==> src/rtl/digit_scan_ctrl_if.sv <==
// Load handshake and display bus for digit_scan_ctrl.
// master = load source / observer side, slave = scan controller side.
interface digit_scan_ctrl_if #(
    parameter int unsigned DIGITS = 4
);
    logic                  load_valid_i;
    logic                  load_ready_o;
    logic [4*DIGITS-1:0]   load_data_i;
    logic [3:0]            bcd_o;
    logic [DIGITS-1:0]     dig_sel_o;
    logic                  frame_o;
    logic                  err_o;

    modport master (
        output load_valid_i, load_data_i,
        input  load_ready_o, bcd_o, dig_sel_o, frame_o, err_o
    );

    modport slave (
        input  load_valid_i, load_data_i,
        output load_ready_o, bcd_o, dig_sel_o, frame_o, err_o
    );
endinterface

==> src/rtl/digit_scan_ctrl.sv <==
// Time-multiplexed common-anode 7-segment scan controller with frame-aligned value commit.
// Optional feature macro: LEADING_ZERO_BLANK_EN (blank leading zero digits, digit 0 always lit).
module digit_scan_ctrl #(
    parameter int unsigned DIGITS = 4,
    parameter int unsigned DWELL  = 50000,
    parameter int unsigned GAP    = 500
) (
    input logic              clk_i,
    input logic              rst_n_i,
    digit_scan_ctrl_if.slave bus
);
    localparam int unsigned DW      = 4 * DIGITS;
    localparam int unsigned CNT_MAX = (DWELL > GAP) ? DWELL : GAP;
    localparam int unsigned CW      = $clog2(CNT_MAX + 1);
    localparam int unsigned IW      = $clog2(DIGITS);

    typedef enum logic {
        ST_GAP = 1'b0,
        ST_ON  = 1'b1
    } state_t;

    state_t            state_q, state_d;
    logic [CW-1:0]     cnt_q, cnt_d;
    logic [IW-1:0]     idx_q, idx_d;
    logic [DW-1:0]     active_q, active_d;
    logic [DW-1:0]     shadow_q, shadow_d;
    logic              full_q, full_d;
    logic              frame_d;
    logic              err_d;
    logic [3:0]        bcd_d;
    logic [DIGITS-1:0] sel_d;
    logic              accept_c;
    logic [3:0]        nib_c;
    logic              blank_c;
`ifdef LEADING_ZERO_BLANK_EN
    logic              hi_zero_c;
`endif

    // Next-state, handshake and display decode; outputs follow the next state so they
    // line up with the registered state in every cycle.
    always_comb begin
        state_d  = state_q;
        cnt_d    = cnt_q + CW'(1);
        idx_d    = idx_q;
        active_d = active_q;
        shadow_d = shadow_q;
        full_d   = full_q;
        frame_d  = 1'b0;
        err_d    = bus.err_o;
        bcd_d    = 4'd0;
        sel_d    = '1;
        nib_c    = 4'd0;
        blank_c  = 1'b0;
        accept_c = bus.load_valid_i & bus.load_ready_o;
`ifdef LEADING_ZERO_BLANK_EN
        hi_zero_c = 1'b1;
`endif

        if (accept_c) begin
            shadow_d = bus.load_data_i;
            full_d   = 1'b1;
            for (int unsigned i = 0; i < DIGITS; i++) begin
                if (bus.load_data_i[4*i +: 4] > 4'd9) err_d = 1'b1;
            end
        end

        case (state_q)
            ST_GAP: begin
                if (GAP == 0 || cnt_q == CW'(GAP - 1)) begin
                    state_d = ST_ON;
                    cnt_d   = '0;
                end
            end
            ST_ON: begin
                if (cnt_q == CW'(DWELL - 1)) begin
                    cnt_d   = '0;
                    state_d = (GAP == 0) ? ST_ON : ST_GAP;
                    if (idx_q == IW'(DIGITS - 1)) begin
                        idx_d   = '0;
                        frame_d = 1'b1;
                        // Frame boundary: the only place a pending value becomes visible.
                        if (full_q) begin
                            active_d = shadow_q;
                            full_d   = 1'b0;
                        end
                    end else begin
                        idx_d = idx_q + IW'(1);
                    end
                end
            end
            default: state_d = ST_GAP;
        endcase

        if (state_d == ST_ON) begin
            nib_c   = active_d[{idx_d, 2'b00} +: 4];
            blank_c = (nib_c > 4'd9);
`ifdef LEADING_ZERO_BLANK_EN
            for (int unsigned j = 0; j < DIGITS; j++) begin
                if (j >= 32'(idx_d) && active_d[4*j +: 4] != 4'd0) hi_zero_c = 1'b0;
            end
            if (idx_d != '0 && hi_zero_c) blank_c = 1'b1;
`endif
            if (!blank_c) begin
                sel_d[idx_d] = 1'b0;
                bcd_d        = nib_c;
            end
        end
    end

    // State and registered outputs.
    always_ff @(posedge clk_i or negedge rst_n_i) begin
        if (!rst_n_i) begin
            state_q          <= ST_GAP;
            cnt_q            <= '0;
            idx_q            <= '0;
            active_q         <= '0;
            shadow_q         <= '0;
            full_q           <= 1'b0;
            bus.load_ready_o <= 1'b1;
            bus.frame_o      <= 1'b0;
            bus.err_o        <= 1'b0;
            bus.bcd_o        <= 4'd0;
            bus.dig_sel_o    <= '1;
        end else begin
            state_q          <= state_d;
            cnt_q            <= cnt_d;
            idx_q            <= idx_d;
            active_q         <= active_d;
            shadow_q         <= shadow_d;
            full_q           <= full_d;
            bus.load_ready_o <= ~full_d;
            bus.frame_o      <= frame_d;
            bus.err_o        <= err_d;
            bus.bcd_o        <= bcd_d;
            bus.dig_sel_o    <= sel_d;
        end
    end
endmodule

==> src/flat_wrapper.sv <==
// flat-port wrapper written by rule: the top's interface ports become plain ports
module digit_scan_ctrl_flat 
#(
    parameter int unsigned DIGITS = 4,
    parameter int unsigned DWELL  = 50000,
    parameter int unsigned GAP    = 500
)
  (clk_i, rst_n_i, bus_load_valid_i, bus_load_data_i, bus_load_ready_o, bus_bcd_o, bus_dig_sel_o, bus_frame_o, bus_err_o);
  digit_scan_ctrl_if #(.DIGITS(DIGITS)) bus_i ();
  input logic clk_i;
  input logic rst_n_i;
  input wire logic [$bits(bus_i.load_valid_i)-1:0] bus_load_valid_i;
  input wire logic [$bits(bus_i.load_data_i)-1:0] bus_load_data_i;
  output wire logic [$bits(bus_i.load_ready_o)-1:0] bus_load_ready_o;
  output wire logic [$bits(bus_i.bcd_o)-1:0] bus_bcd_o;
  output wire logic [$bits(bus_i.dig_sel_o)-1:0] bus_dig_sel_o;
  output wire logic [$bits(bus_i.frame_o)-1:0] bus_frame_o;
  output wire logic [$bits(bus_i.err_o)-1:0] bus_err_o;
  assign bus_i.load_valid_i = bus_load_valid_i;
  assign bus_i.load_data_i = bus_load_data_i;
  assign bus_load_ready_o = bus_i.load_ready_o;
  assign bus_bcd_o = bus_i.bcd_o;
  assign bus_dig_sel_o = bus_i.dig_sel_o;
  assign bus_frame_o = bus_i.frame_o;
  assign bus_err_o = bus_i.err_o;
  digit_scan_ctrl #(.DIGITS(DIGITS), .DWELL(DWELL), .GAP(GAP)) u_core (.clk_i(clk_i), .rst_n_i(rst_n_i), .bus(bus_i));
endmodule
==> config.mk <==
export PLATFORM = sky130hd
export DESIGN_NAME = digit_scan_ctrl_flat
export DESIGN_NICKNAME = d
export VERILOG_FILES = /design/src/rtl/digit_scan_ctrl_if.sv /design/src/rtl/digit_scan_ctrl.sv /design/src/flat_wrapper.sv
export SDC_FILE = /design/constraint.sdc
export NUM_CORES = 1
export LEC_CHECK = 0
export CORE_UTILIZATION = 60
export CTS_CLUSTER_SIZE = 20
export DETAILED_ROUTE_END_ITERATION = 16
export PLACE_DENSITY = 0.94
export SETUP_SLACK_MARGIN = 0.15
export SLEW_MARGIN = 20
export SYNTH_ARGS = -nofsm -noshare
export SYNTH_HDL_FRONTEND = slang
export SYNTH_SLANG_ARGS = --single-unit
export TNS_END_PERCENT = 5
==> constraint.sdc <==
create_clock -name clk_i -period 5.2 [get_ports clk_i]
set_input_delay 0.78 -clock clk_i [delete_from_list [all_inputs] [get_ports clk_i]]
set_output_delay 0.78 -clock clk_i [all_outputs]
set_load 0.02 [all_outputs]
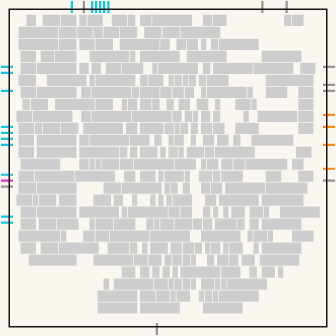
(pin map)
Pins as bars across the die edge, other pins in grey.
[magenta] bus_load_ready_o | pins: 1 | direction: output | edge: left
[cyan] bus_load_data_i | pins: 16 | direction: input | edge: 10 left, 6 top
[orange] bus_dig_sel_o | pins: 4 | direction: output | edge: right
all pins by edge: 12 left, 9 top, 8 right, 1 bottom
Port Buffer Count: 29
die height: 71.7 um
die width: 71.7 um

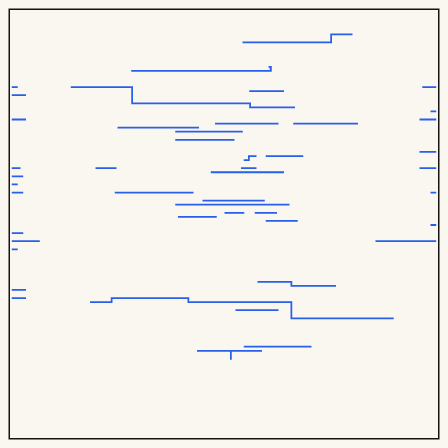
(metal 3)
nets with wire on the layer: 39
main direction: horizontal
wire length on this layer: 371 um
GRT met3 Usage: 9.56%
total number of vias: 2192

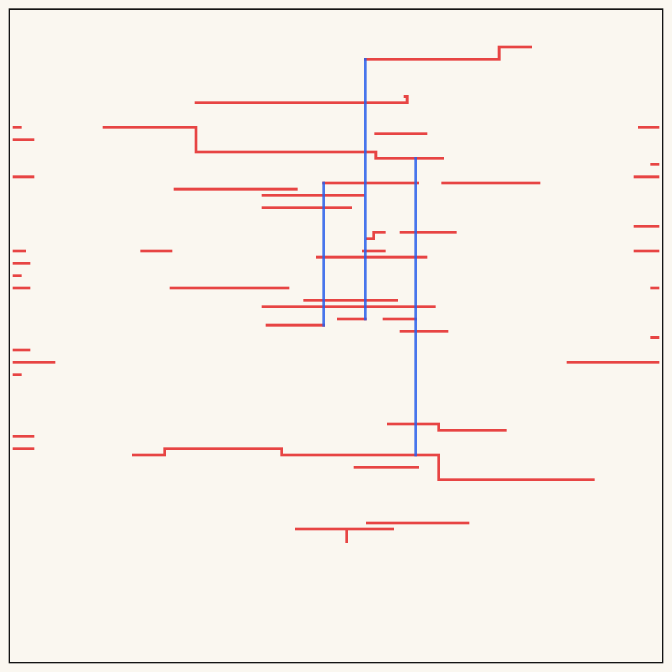
(signal wires by layer)
Only two layers are drawn.
[red] metal 3 | wire length: 371 um
[blue] metal 4 | wire length: 76.8 um
Wirelength per Cell: 16.7 um
Routed WL: 5970 um

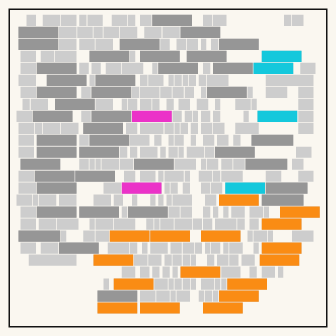
(sequential cells grouped by signal name)
Other sequential cells in the stronger grey, the rest of the logic in the fainter grey.
[magenta] u_core.idx_q | placed flops: 2
[orange] u_core.cnt_q | placed flops: 16
[cyan] u_core.bus.bcd_o | placed flops: 4
P_seq: 490 uW
flop share of the area: 45.5%
register area: 0.00158 mm2

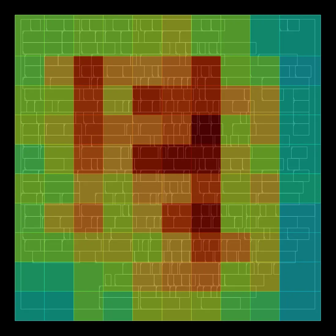
(congestion heat map)
Top Usage Layer GRT: met2
global routing usage on met2: 38.5%
met1 Use GR: 34.1%
fin util: 74.1%
GRT Overall Usage: 25.6%

==> out/results.txt <==
Commonest Layout Cell -> dfrtp_1
combinational power -> 25.2 uW
number of global-route vias before repair -> 2141
final setup fails -> 0
Vias/cell -> 6.12
Area-dominant class -> flip-flops and latches
synthesis-to-layout area growth -> 19.2%
syn_area_per_cell -> 11.0 um2
worst setup margin -> 1.78 ns
Metal-1 WL -> 2660 um
ao+oa area frac -> 10.5%
Clock H-tree levels -> 3
clock buffers -> 11
drt drc -> 0
Critical Path Start Type -> register
Sw Pwr -> 203 uW
Min Clock Period, post-route -> 3.42 ns
share of post-route cells with drive strength above 1 -> 19.7%
worst r2r path cells -> 7
ant diodes -> 0
count of library flops with an enable pin -> 0
Logic pwr share -> 2.5%
post-synth top area cell -> dfrtp_1
IO Pins -> 30
largest net degree at the start of global routing -> 64
post-synthesis async set-or-reset flop share -> 100%
Yosys cell types -> 44
Critical Path Most Common Cell -> or4_4
Cell Area, Synth -> 0.00292 mm2
Setup crit end -> u_core.bus.dig_sel_o[1]$_DFF_PN1_
post-route antenna net violation count -> 0
tool warnings -> 26
fin cells -> 358
critical path's slowest cell -> or4_4
Worst Tran Pin Value -> 0.755 ns
cts hold-fix bufs -> 0
top post-synthesis cells by count -> dfrtp_1, nand2_1, mux2_2
Hold Startpoint -> u_core.bus.err_o$_DFFE_PN0P_
Placed Cells -> 342
Reg-to-Reg End -> u_core.bus.dig_sel_o[1]$_DFF_PN1_
Post-Synth Simple-Gate Area -> 19.3%
clk latency late pin -> 0.34 ns
Synth area leaders -> dfrtp_1, mux2_2, dfstp_2, nand4_1, nand2_1
clock buffer depth -> 2
Min-Delay Path Depth -> 1
unrepaired setup endpoints after global routing -> no
main flop type -> dfrtp_1
Initial DRC Count -> 173
fin area -> 0.00348 mm2
Critical Path Source -> u_core.cnt_q[11]$_DFF_PN0_
sequential power share -> 49.6%
RR Startpoint -> u_core.cnt_q[11]$_DFF_PN0_
max-cap violations -> 0
Met3 Wirelength -> 370 um
critical-path cell list -> or4_4 > or4_4 > nor3_2 > mux2_2 > a2111oi_2 > a21o_4 > o211ai_1
RePlAce Congestion -> 0.938
Seq Cell Count -> 63
CP Max Fanout -> 20
Setup Fix Bufs, Post-CTS -> 0
Chip Area -> 0.00515 mm2
cells after synthesis -> 266
Registers, synthesis -> 63
Setup CP Type -> register to register
XORs/XNORs by Area -> 4.20%
yosys cell count -> 266
Comb gates -> 187
non-clk buf share -> 9.07%
Fin Clk Skew -> 0.00884 ns
Top Layout Cells -> dfrtp_1, clkdlybuf4s50_1, nand2_1
Clk. pwr -> 473 uW
FP Util -> 62.2%
Synth mux share -> 8.49%
switching fraction of total power -> 20.5%
GRT Residual Overflow -> 0
combinational share of cell area -> 36.5%
DP Worst Slack -> 1.81 ns
Peak supply drop -> 0.273 mV
hold path endpoint -> u_core.bus.err_o$_DFFE_PN0P_
fin crit share -> 65.9%
PD cells -> 284 mW/mm2
Placement Cell Area -> 0.00325 mm2
inverter count -> 5
most frequent cell after synthesis -> dfrtp_1
Non-CTS buffers -> 33
clock power share -> 47.9%
final net count -> 320
arrival time worst endpoint -> 3.65 ns
Adder Share, Synth -> 0.858%
CP endpoint kind -> register
comb area leader -> simple AND/OR/NAND/NOR gates
Max power group -> sequential cells
Comb gate area -> 0.00127 mm2
TAP cells -> 54
Final Max Slew Viols -> 0
Synth warnings -> 0
Hold Path Class -> register to register
Syn Nets -> 287
Clock-cell share -> 6.41%
Num CTS Buffers -> 9
initial antenna violation count -> 0
status -> finished, final reports clean
post-DP HPWL -> 4080 um
delay-heaviest family, CP -> simple AND/OR/NAND/NOR gates
Largest type area fraction -> 49.7%
Worst Path Buf+Inv -> 0
overall power -> 988 uW
Sum Neg Setup Slack -> 0 ns
P_leak -> 0.00160 uW
Worst slew margin -> 49.7%
fillcell total -> 305
largest registers -> u_core.active_q x16, u_core.cnt_q x16, u_core.shadow_q x16
1st-pass router iterations -> 4
internal power -> 786 uW
synthesis area per yosys -> 0.00292 mm2
first-pass GRT wire length -> 9920 um
core area -> 0.00469 mm2
CTS tree -> built
Min Hold Slack -> 0.471 ns
slowest stage delay, CP -> 0.63 ns
clock transition at the registers of the reported paths -> 0.07 ns
CP Depth -> 7
post-CTS sizing -> 0
Root Driver -> clkbuf_8
register share after synthesis -> 54.2%
Worst EP required -> 5.42 ns
Rows -> 25
clock sinks -> 63
f_max -> 292 MHz
setup slack, reg-to-reg -> 1.78 ns
Max Used Layer -> met4
Fin. Hold Viols -> 0
met2 routed WL -> 2870 um
Power is estimated from default activity; no workload was simulated.
